**Run 1: I/O nets highlighted**

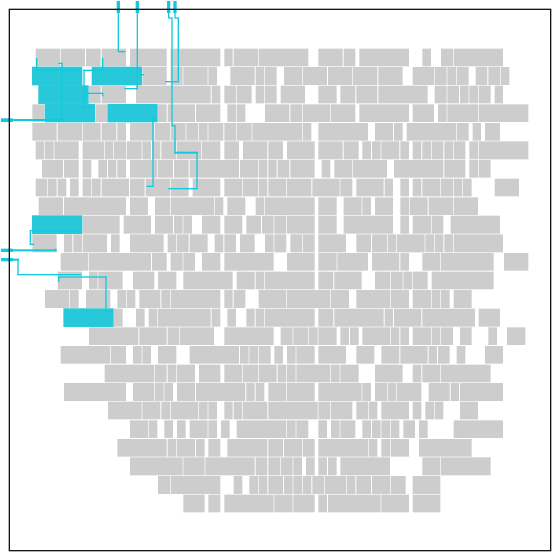
**Run 1: clock network drawn from the DEF**

The bar under the picture is 20 um long.
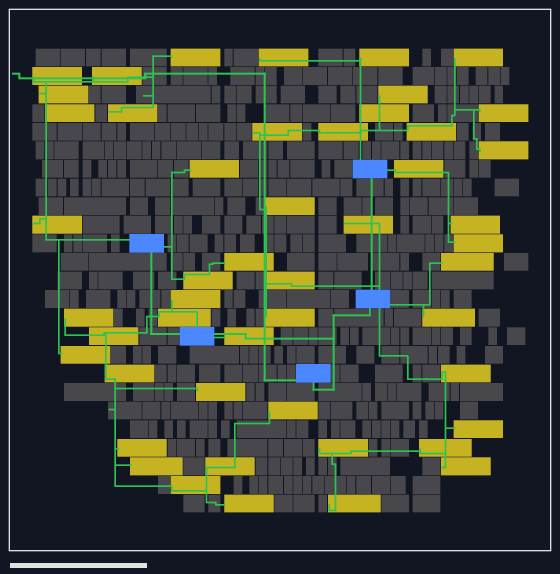
**Run 1: wiring by layer**

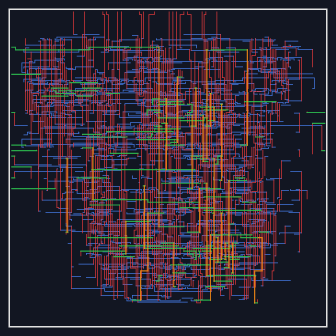
**Run 1: gate-type map**

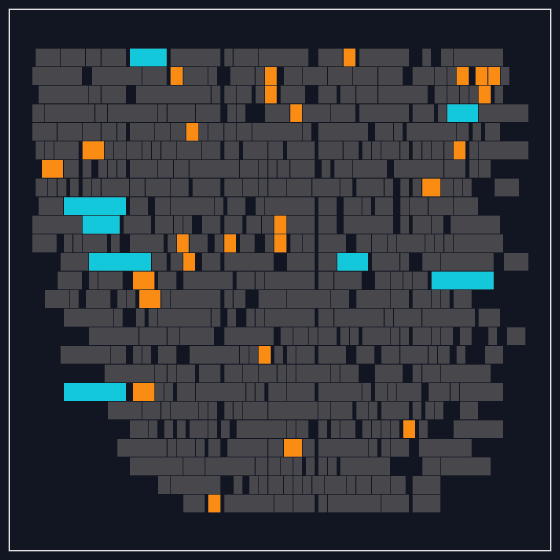
## config.mk

```make
export PLATFORM = sky130hd
export DESIGN_NAME = year_disp_scan
export DESIGN_NICKNAME = d
export VERILOG_FILES = /design/src/rtl/year_disp_scan.sv
export SDC_FILE = /design/constraint.sdc
export NUM_CORES = 1
export LEC_CHECK = 0
export ABC_AREA = 1
export CAP_MARGIN = 0
export CORE_MARGIN = 3
export CORE_UTILIZATION = 51
export DETAILED_ROUTE_END_ITERATION = 6
export HOLD_SLACK_MARGIN = 0.05
export PLACE_DENSITY = 0.82
export SLEW_MARGIN = 25
export SYNTH_ARGS = -nofsm -noshare
export SYNTH_HDL_FRONTEND = slang
export SYNTH_SLANG_ARGS = --single-unit
```

## constraint.sdc

```tcl
create_clock -name clk -period 2.1 [get_ports clk]
set_input_delay 0.525 -clock clk [delete_from_list [all_inputs] [get_ports clk]]
set_output_delay 0.525 -clock clk [all_outputs]
set_load 0.005 [all_outputs]
```

## src/rtl/year_disp_scan.sv

```systemverilog
// Multiplexed 4-digit 7-segment year display (common-anode, active-low) with per-frame
// digit snapshot, edit blink and anti-ghost blanking. Define YEAR_DISP_LZB_EN for leading-zero blanking.
module year_disp_scan #(
  parameter int unsigned SCAN_DIV     = 50000,
  parameter int unsigned BLINK_FRAMES = 64,
  parameter logic [3:0]  PREFIX_DIGIT = 4'd2
) (
  input  logic       clk,
  input  logic       rst,
  input  logic [3:0] year_ones,
  input  logic [3:0] year_tens,
  input  logic [3:0] year_hundreds,
  input  logic       edit_en,
  input  logic [1:0] edit_sel,
  output logic [3:0] an,
  output logic [6:0] seg,
  output logic       frame_start
);

  localparam int unsigned DIV_W = (SCAN_DIV > 1) ? $clog2(SCAN_DIV) : 1;
  localparam int unsigned BLK_W = (BLINK_FRAMES > 1) ? $clog2(BLINK_FRAMES) : 1;
  localparam logic [DIV_W-1:0] DIV_MAX = DIV_W'(SCAN_DIV - 1);
  localparam logic [BLK_W-1:0] BLK_MAX = BLK_W'(BLINK_FRAMES - 1);

  logic [DIV_W-1:0] div_cnt_q, div_cnt_d;
  logic [1:0]       idx_q, idx_d;
  logic [3:0]       sh_ones_q, sh_ones_d;
  logic [3:0]       sh_tens_q, sh_tens_d;
  logic [3:0]       sh_hund_q, sh_hund_d;
  logic             load_pending_q, load_pending_d;
  logic [BLK_W-1:0] blink_cnt_q, blink_cnt_d;
  logic             blink_phase_q, blink_phase_d;
  logic [3:0]       an_q, an_d;
  logic [6:0]       seg_q, seg_d;

  logic       tick, wrap, load, tick_next, lz_blank, blink_blank;
  logic [3:0] cur_val;

  function automatic logic [6:0] seg_decode(input logic [3:0] v);
    case (v)
      4'd0:    seg_decode = 7'b1000000;
      4'd1:    seg_decode = 7'b1111001;
      4'd2:    seg_decode = 7'b0100100;
      4'd3:    seg_decode = 7'b0110000;
      4'd4:    seg_decode = 7'b0011001;
      4'd5:    seg_decode = 7'b0010010;
      4'd6:    seg_decode = 7'b0000010;
      4'd7:    seg_decode = 7'b1111000;
      4'd8:    seg_decode = 7'b0000000;
      4'd9:    seg_decode = 7'b0010000;
      default: seg_decode = 7'b0111111;
    endcase
  endfunction

  always_comb begin
    tick      = (div_cnt_q == DIV_MAX);
    div_cnt_d = tick ? '0 : div_cnt_q + 1'b1;
    idx_d     = tick ? idx_q + 2'd1 : idx_q;
    wrap      = tick && (idx_q == 2'd3);
    load      = load_pending_q || wrap;
    frame_start = load && !rst;
    load_pending_d = 1'b0;

    sh_ones_d = load ? year_ones     : sh_ones_q;
    sh_tens_d = load ? year_tens     : sh_tens_q;
    sh_hund_d = load ? year_hundreds : sh_hund_q;

    blink_cnt_d   = blink_cnt_q;
    blink_phase_d = blink_phase_q;
    if (!edit_en) begin
      blink_cnt_d   = '0;
      blink_phase_d = 1'b0;
    end else if (wrap) begin
      if (blink_cnt_q == BLK_MAX) begin
        blink_cnt_d   = '0;
        blink_phase_d = !blink_phase_q;
      end else begin
        blink_cnt_d = blink_cnt_q + 1'b1;
      end
    end

    // Outputs are registered from next-state values so an/seg line up with idx/div_cnt.
    case (idx_d)
      2'd0:    cur_val = sh_ones_d;
      2'd1:    cur_val = sh_tens_d;
      2'd2:    cur_val = sh_hund_d;
      default: cur_val = PREFIX_DIGIT;
    endcase

    lz_blank = 1'b0;
`ifdef YEAR_DISP_LZB_EN
    if (PREFIX_DIGIT == 4'd0) begin
      case (idx_d)
        2'd3:    lz_blank = 1'b1;
        2'd2:    lz_blank = (sh_hund_d == 4'd0);
        2'd1:    lz_blank = (sh_hund_d == 4'd0) && (sh_tens_d == 4'd0);
        default: lz_blank = 1'b0;
      endcase
    end
`endif

    blink_blank = edit_en && blink_phase_d && (edit_sel != 2'd3) && (idx_d == edit_sel);
    tick_next   = (div_cnt_d == DIV_MAX);

    an_d  = tick_next ? '1 : ~(4'b0001 << idx_d);
    seg_d = (lz_blank || blink_blank) ? '1 : seg_decode(cur_val);
  end

  always_ff @(posedge clk) begin
    if (rst) begin
      div_cnt_q      <= '0;
      idx_q          <= '0;
      sh_ones_q      <= '0;
      sh_tens_q      <= '0;
      sh_hund_q      <= '0;
      load_pending_q <= 1'b1;
      blink_cnt_q    <= '0;
      blink_phase_q  <= 1'b0;
      an_q           <= '1;
      seg_q          <= '1;
    end else begin
      div_cnt_q      <= div_cnt_d;
      idx_q          <= idx_d;
      sh_ones_q      <= sh_ones_d;
      sh_tens_q      <= sh_tens_d;
      sh_hund_q      <= sh_hund_d;
      load_pending_q <= load_pending_d;
      blink_cnt_q    <= blink_cnt_d;
      blink_phase_q  <= blink_phase_d;
      an_q           <= an_d;
      seg_q          <= seg_d;
    end
  end

  assign an  = an_q;
  assign seg = seg_q;

endmodule

```

==> summary.txt, run 1 <==
Figures from the flow reports.

Layout:
- Measured on the final layout, buffering overhead outside the clock network stands at 0.192.
- The run gives the non-clock buffer instance count of the final layout as 87.
- The register with the most flip-flops in the layout has 16 of them.
- Per the layout area report, the combinational gate area comes to 1800 um2.
- The top cell type in the final layout, fill and taps aside, is nand2_1.
- The run gives the multi-input logic portion of the cell area as 0.460.
- The run puts the clock tree buffer count of the final layout at 6.
- Relative to the synthesized area, the layout overhead comes to 44.2%.
- The run gives the diode insertion count for antenna repair as 0.

Synthesis:
- The run gives the fraction of synthesized cell area taken by the top area cell type as 0.361.
- The cell-mix breakdown from Yosys lists the simple-gate area share as 0.432.
- nand2_1 is the most common cell in the netlist.
- After synthesis the netlist holds a flip-flop and latch count of between 40 and 50.
- Per Yosys stat, the portion of area used by sequential elements is 0.361.
- The run gives the net count after synthesis as 401.
- The warning tally printed by Yosys for this design is 0.
- The commonest register cell is dfxtp_1.
- Yosys attributes the largest share of cell area to dfxtp_1 (36%), nand2_1 (11%), nand3_1 (7.2%).

Run status:
- The final reports fail on setup timing.
- The flow ran to the end, but the final reports show violations.

Setup path:
- The run gives the reg2reg setup slack as -0.16 ns.
- Walking the critical path from launch to capture passes 16 cell instances.

Timing:
- The routed design could run at a clock period as short as 2.26 ns.
- The run puts the share of the cycle needed by the critical path after routing at 1.08.
- The run gives the highest clock frequency the design can meet as 442 MHz.
- Once routing completed, OpenROAD measured the worst setup slack at -0.164 ns.
- The end-of-flow timing check tallies setup violations at 12.

Pwr:
- The run puts the overall power after layout at approximately 2.0 mW.
- The run gives the power spent charging and discharging nets as 0.524 mW.

Clock tree:
- After clock tree synthesis, the setup repair step added 10 buffers.
- CTS saw 49 sinks.

Global routing:
- The global routing report lists met1 layer usage as 0.295.
- The run gives the met2 routing resource usage after global routing as 0.449.
- The run gives the number of global-route vias before repair as between 2000 and 3000.
- The run gives the global route total overflow as 0.
- The run puts the met3 capacity usage during global routing at 0.0646.
- The run gives the maximum number of pins on one net before global-route repair as 30.

Routing:
- The run gives the total routed wire length on the met1 layer as 3330 um.
- The run gives the routed length per instance as about 17 um.
- Summed over all nets, wire length on met2 after detailed routing comes to 4650 um.
- The run gives the detail-routed via count per cell as 5.64.
Back to the opening pictures, 'I/O nets highlighted':
Cyan stands for `seg`, bits 7, direction output, end cells 7, buffers 7, wire 158 um.

Back to the opening pictures, 'clock network drawn from the DEF':
Blue stands for clock-net drivers, count 5. Green stands for clock wires, length 692 um. Yellow stands for flip-flops, count 49.
There are 6 routed clock nets.

Back to the opening pictures, 'wiring by layer':
Red stands for M2, wire length 4650 um. Green stands for M3, wire length 596 um. Orange stands for M4, wire length 440 um. Blue stands for M1, wire length 3330 um.

Back to the opening pictures, 'gate-type map':
Orange stands for aoi and oai cells, cells 26, most used a21oi_1, where spread over the die. Cyan stands for fa/ha/maj cells, cells 8, most used ha_4.

--- run 2 (diff from run 1) ---
--- a/config.mk
+++ b/config.mk
@@ -9,10 +9,11 @@
 export CAP_MARGIN = 0
 export CORE_MARGIN = 3
 export CORE_UTILIZATION = 51
+export CTS_CLUSTER_DIAMETER = 150
 export DETAILED_ROUTE_END_ITERATION = 6
 export HOLD_SLACK_MARGIN = 0.05
 export PLACE_DENSITY = 0.82
-export SLEW_MARGIN = 25
+export SLEW_MARGIN = 5
 export SYNTH_ARGS = -nofsm -noshare
 export SYNTH_HDL_FRONTEND = slang
 export SYNTH_SLANG_ARGS = --single-unit
==> run 2 against run 1 <==
- the flow still finishes with violations (setup timing)
- global-route usage stayed put
- critical path depth stayed put
- highest routed layer unchanged
- hold slack stayed put
- critical endpoint unchanged
- sequential cell count stayed put
==> summary.txt, run 2 <==
Figures from the flow reports.

Global routing:
- The run gives the met1 routing resource usage after global routing as 0.295 (unchanged).
- The run gives the global route total overflow as 0 (unchanged).
- The maximum number of pins on one net before global-route repair was 30 (unchanged).
- The run gives the total track usage as 0.256 (unchanged).
- The run gives the number of global-route vias before repair as 2727 (unchanged).
- The met2 routing resource usage after global routing is 0.449 (unchanged).
- The run puts the met3 capacity usage during global routing at 0.0646 (unchanged).

Flow run:
- The run gives the number of maximum-capacitance violations as 0 (unchanged).

Run status:
- Status: finished with violations (unchanged).
- Violated checks: setup timing (unchanged).

Pwr:
- The overall power after layout was 2.02 mW (unchanged).
- The run gives the internal power as 1.49 mW (unchanged).
- The run gives the share of total power in combinational logic as 0.148 (about the same).
- The run gives the fraction of power spent switching nets as 0.260 (unchanged).
- The run puts the power spent charging and discharging nets at 0.524 mW (unchanged).
- The run gives the worst vdd rail ir drop as 0.556 mV (unchanged).
- The run gives the combinational-cell power consumption as 0.299 mW (about the same).

Timing:
- The share of the cycle needed by the critical path after routing was 1.08 (unchanged).
- The run gives the worst hold slack after final layout as 0.498 ns (unchanged).
- The run gives the highest clock frequency the design can meet as 442 MHz (unchanged).
- The run puts the number of endpoints failing setup at the final stage at 12 (unchanged).
- The run gives the minimum period implied by the final worst setup slack as 2.26 ns (unchanged).
- The run puts the post-route worst setup slack at -0.164 ns (unchanged).
- The run puts the headroom to the max-slew limit at 0.767 (unchanged).
- The final hold violation count is 0 (unchanged).

Clock tree:
- The run gives the clock-pin transition on the worst setup and hold timing paths as 0.10 ns (about the same).
- The run gives the sink count of the clock tree as 49 (unchanged).
- The post-CTS setup-driven buffer insertion count came to 10 (unchanged).
- The run puts the deepest level of the CTS H-tree at 2 (unchanged).
- The cell resize tally after clock tree synthesis came to 33 (unchanged).
- The run gives the maximum root-to-sink buffer count as 2 (unchanged).
- The run gives the total of hold buffers inserted after clock tree synthesis as 0 (unchanged).
- The run puts the number of buffers created by CTS at 5 (unchanged).

Setup path:
- Crit path cell chain: nor2_4, nand2_4, nor2_4, buf_12, nand2_4, nand2_4, nand2_4, nand2_4, inv_4, nand2_2, nand2_2, nor2_4, ha_4, nand4_1, a21oi_2, nand2_1 (unchanged).
- The run puts the reg2reg setup slack at -0.16 ns (about the same).
- The required time at the endpoint of the critical path was 2.31 ns (about the same).
- The run puts the number of gates on the worst path with buffers counted at 16 (unchanged).
- The run gives the cell with the largest stage delay on the worst path as dfxtp_1 (unchanged).
- The run puts the depth of the most critical reg-to-reg path at 16 (unchanged).
- The largest stage delay on the critical path is 0.36 ns (about the same).

Layout:
- The final non-filler cell area was 3920 um2 (unchanged).
- The footprint of the multi-input gates is 1800 um2 (unchanged).
- The run puts the diode insertion count for antenna repair at 0 (unchanged).
- The flip-flop count of the largest register after layout was 16 (unchanged).
- Top cells excl fill/tap: nand2_1 (66), buf_4 (54), nor2_1 (46) (unchanged).
- The run gives the fraction of standard cell area that is sequential as 0.252 (unchanged).
- The run gives the number of nets in the layout as 490 (unchanged).
- The run puts the fill cell instance count of the final layout at 297 (unchanged).
- The run gives the proportion of final cell area spent on non-clock buffers as 0.192 (unchanged).
- The run gives the clock tree buffer count of the final layout as 6 (unchanged).
- The run gives the cell type taking the most area as combinational gates (unchanged).
- The run gives the non-clock buffer instance count of the final layout as 87 (unchanged).
- The run gives the final sequential cell count as 49 (unchanged).
- The synthesis-to-layout area growth was 44.2% (unchanged).
- The run gives the fraction of the core area covered by cells at the end of the flow as 0.793 (unchanged).
- The run puts the layout cell share with drive strength beyond 1 at 0.365 (unchanged).

Synthesis:
- The area fraction in mux cells came to 0 (unchanged).
- The run gives the sequential area share after synthesis as 0.361 (unchanged).
- The simple-gate portion of the synthesized area was 0.432 (unchanged).
- The run gives the synthesized netlist cell count as 376 (unchanged).
- The synthesized chip area reported by yosys is 2720 um2 (unchanged).
- The most used standard cell by instance count after synthesis is nand2_1 (unchanged).
- The leading register cell type out of synthesis was dfxtp_1 (unchanged).
- Dominant cells by area after synthesis: dfxtp_1 (36%), nand2_1 (11%), nand3_1 (7.2%) (unchanged).
- The run gives the net count after synthesis as 401 (unchanged).
- The number of warnings reported in the yosys synthesis log is 0 (unchanged).
- The run gives the synthesized flop and latch total as 49 (unchanged).
- Top cells by instance count after synthesis: nand2_1 (81), nor2_1 (50), dfxtp_1 (49) (unchanged).
- The run gives the and-or/or-and share of the synthesized area as 0.0552 (unchanged).
- The number of distinct standard cells referenced by the synthesized netlist is 30 (unchanged).
- The fraction of synthesized cell area taken by the top area cell type was 0.361 (unchanged).
- The run gives the largest area contributor in the netlist as dfxtp_1 (unchanged).
- The run puts the synthesized area per cell at 7.23 um2 (unchanged).

Min path:
- The end point of the most critical hold path was sh_tens_q[3] (unchanged).
- The run gives the depth of the worst hold-timing path as 2 (unchanged).
- The type of the most critical hold path was flip-flop to flip-flop (unchanged).

Routing:
- The run puts the detail-routed via count per cell at 5.64 (unchanged).
- The routed length per instance was 16.9 um (unchanged).
- The total routed wire length on the met1 layer came to 3330 um (unchanged).
- The run gives the iteration tally of the first detailed-router pass as 7 (unchanged).
- The sum of met2 wire segment lengths after detailed routing came to 4650 um (unchanged).
- The run gives the DRC violation count after routing as 0 (unchanged).

Placement:
- The run gives the cell total after placement as 503 (unchanged).
- The half-perimeter wire length after detailed placement came to 4880 um (unchanged).

Die:
- The run gives the number of I/O pins as 29 (unchanged).
- The die footprint is 6240 um2 (unchanged).
- The run gives the placeable core area as 4940 um2 (unchanged).
- The y dimension of the die came to 79.0 um (unchanged).
**Run 2: clock network drawn from the DEF**

The bar under the picture is 20 um long.
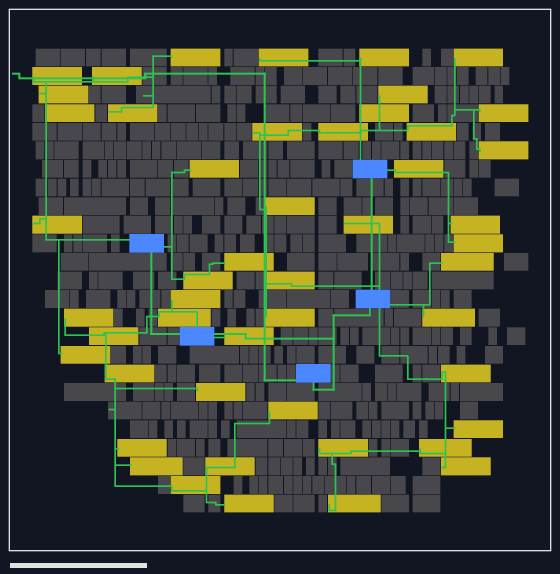
power in the clock group: 0.739 mW
latest clock arrival within the worst-skew pair: 0.32 ns
share of power burned in the clock network: 0.366
final worst clock skew: 0.00970 ns

**Run 2: gate-type map**

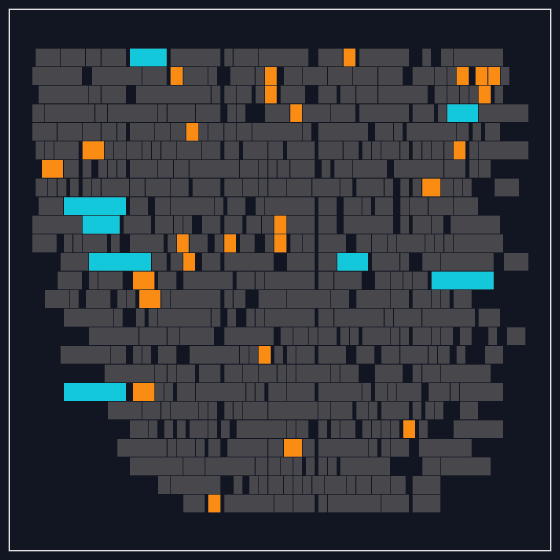
most used logic cell in the final layout: nand2_1
combinational fraction of the cell area: 0.460
final non-filler cell total: 533

Power figures rest on the tool's default switching activity, not on a simulated workload.
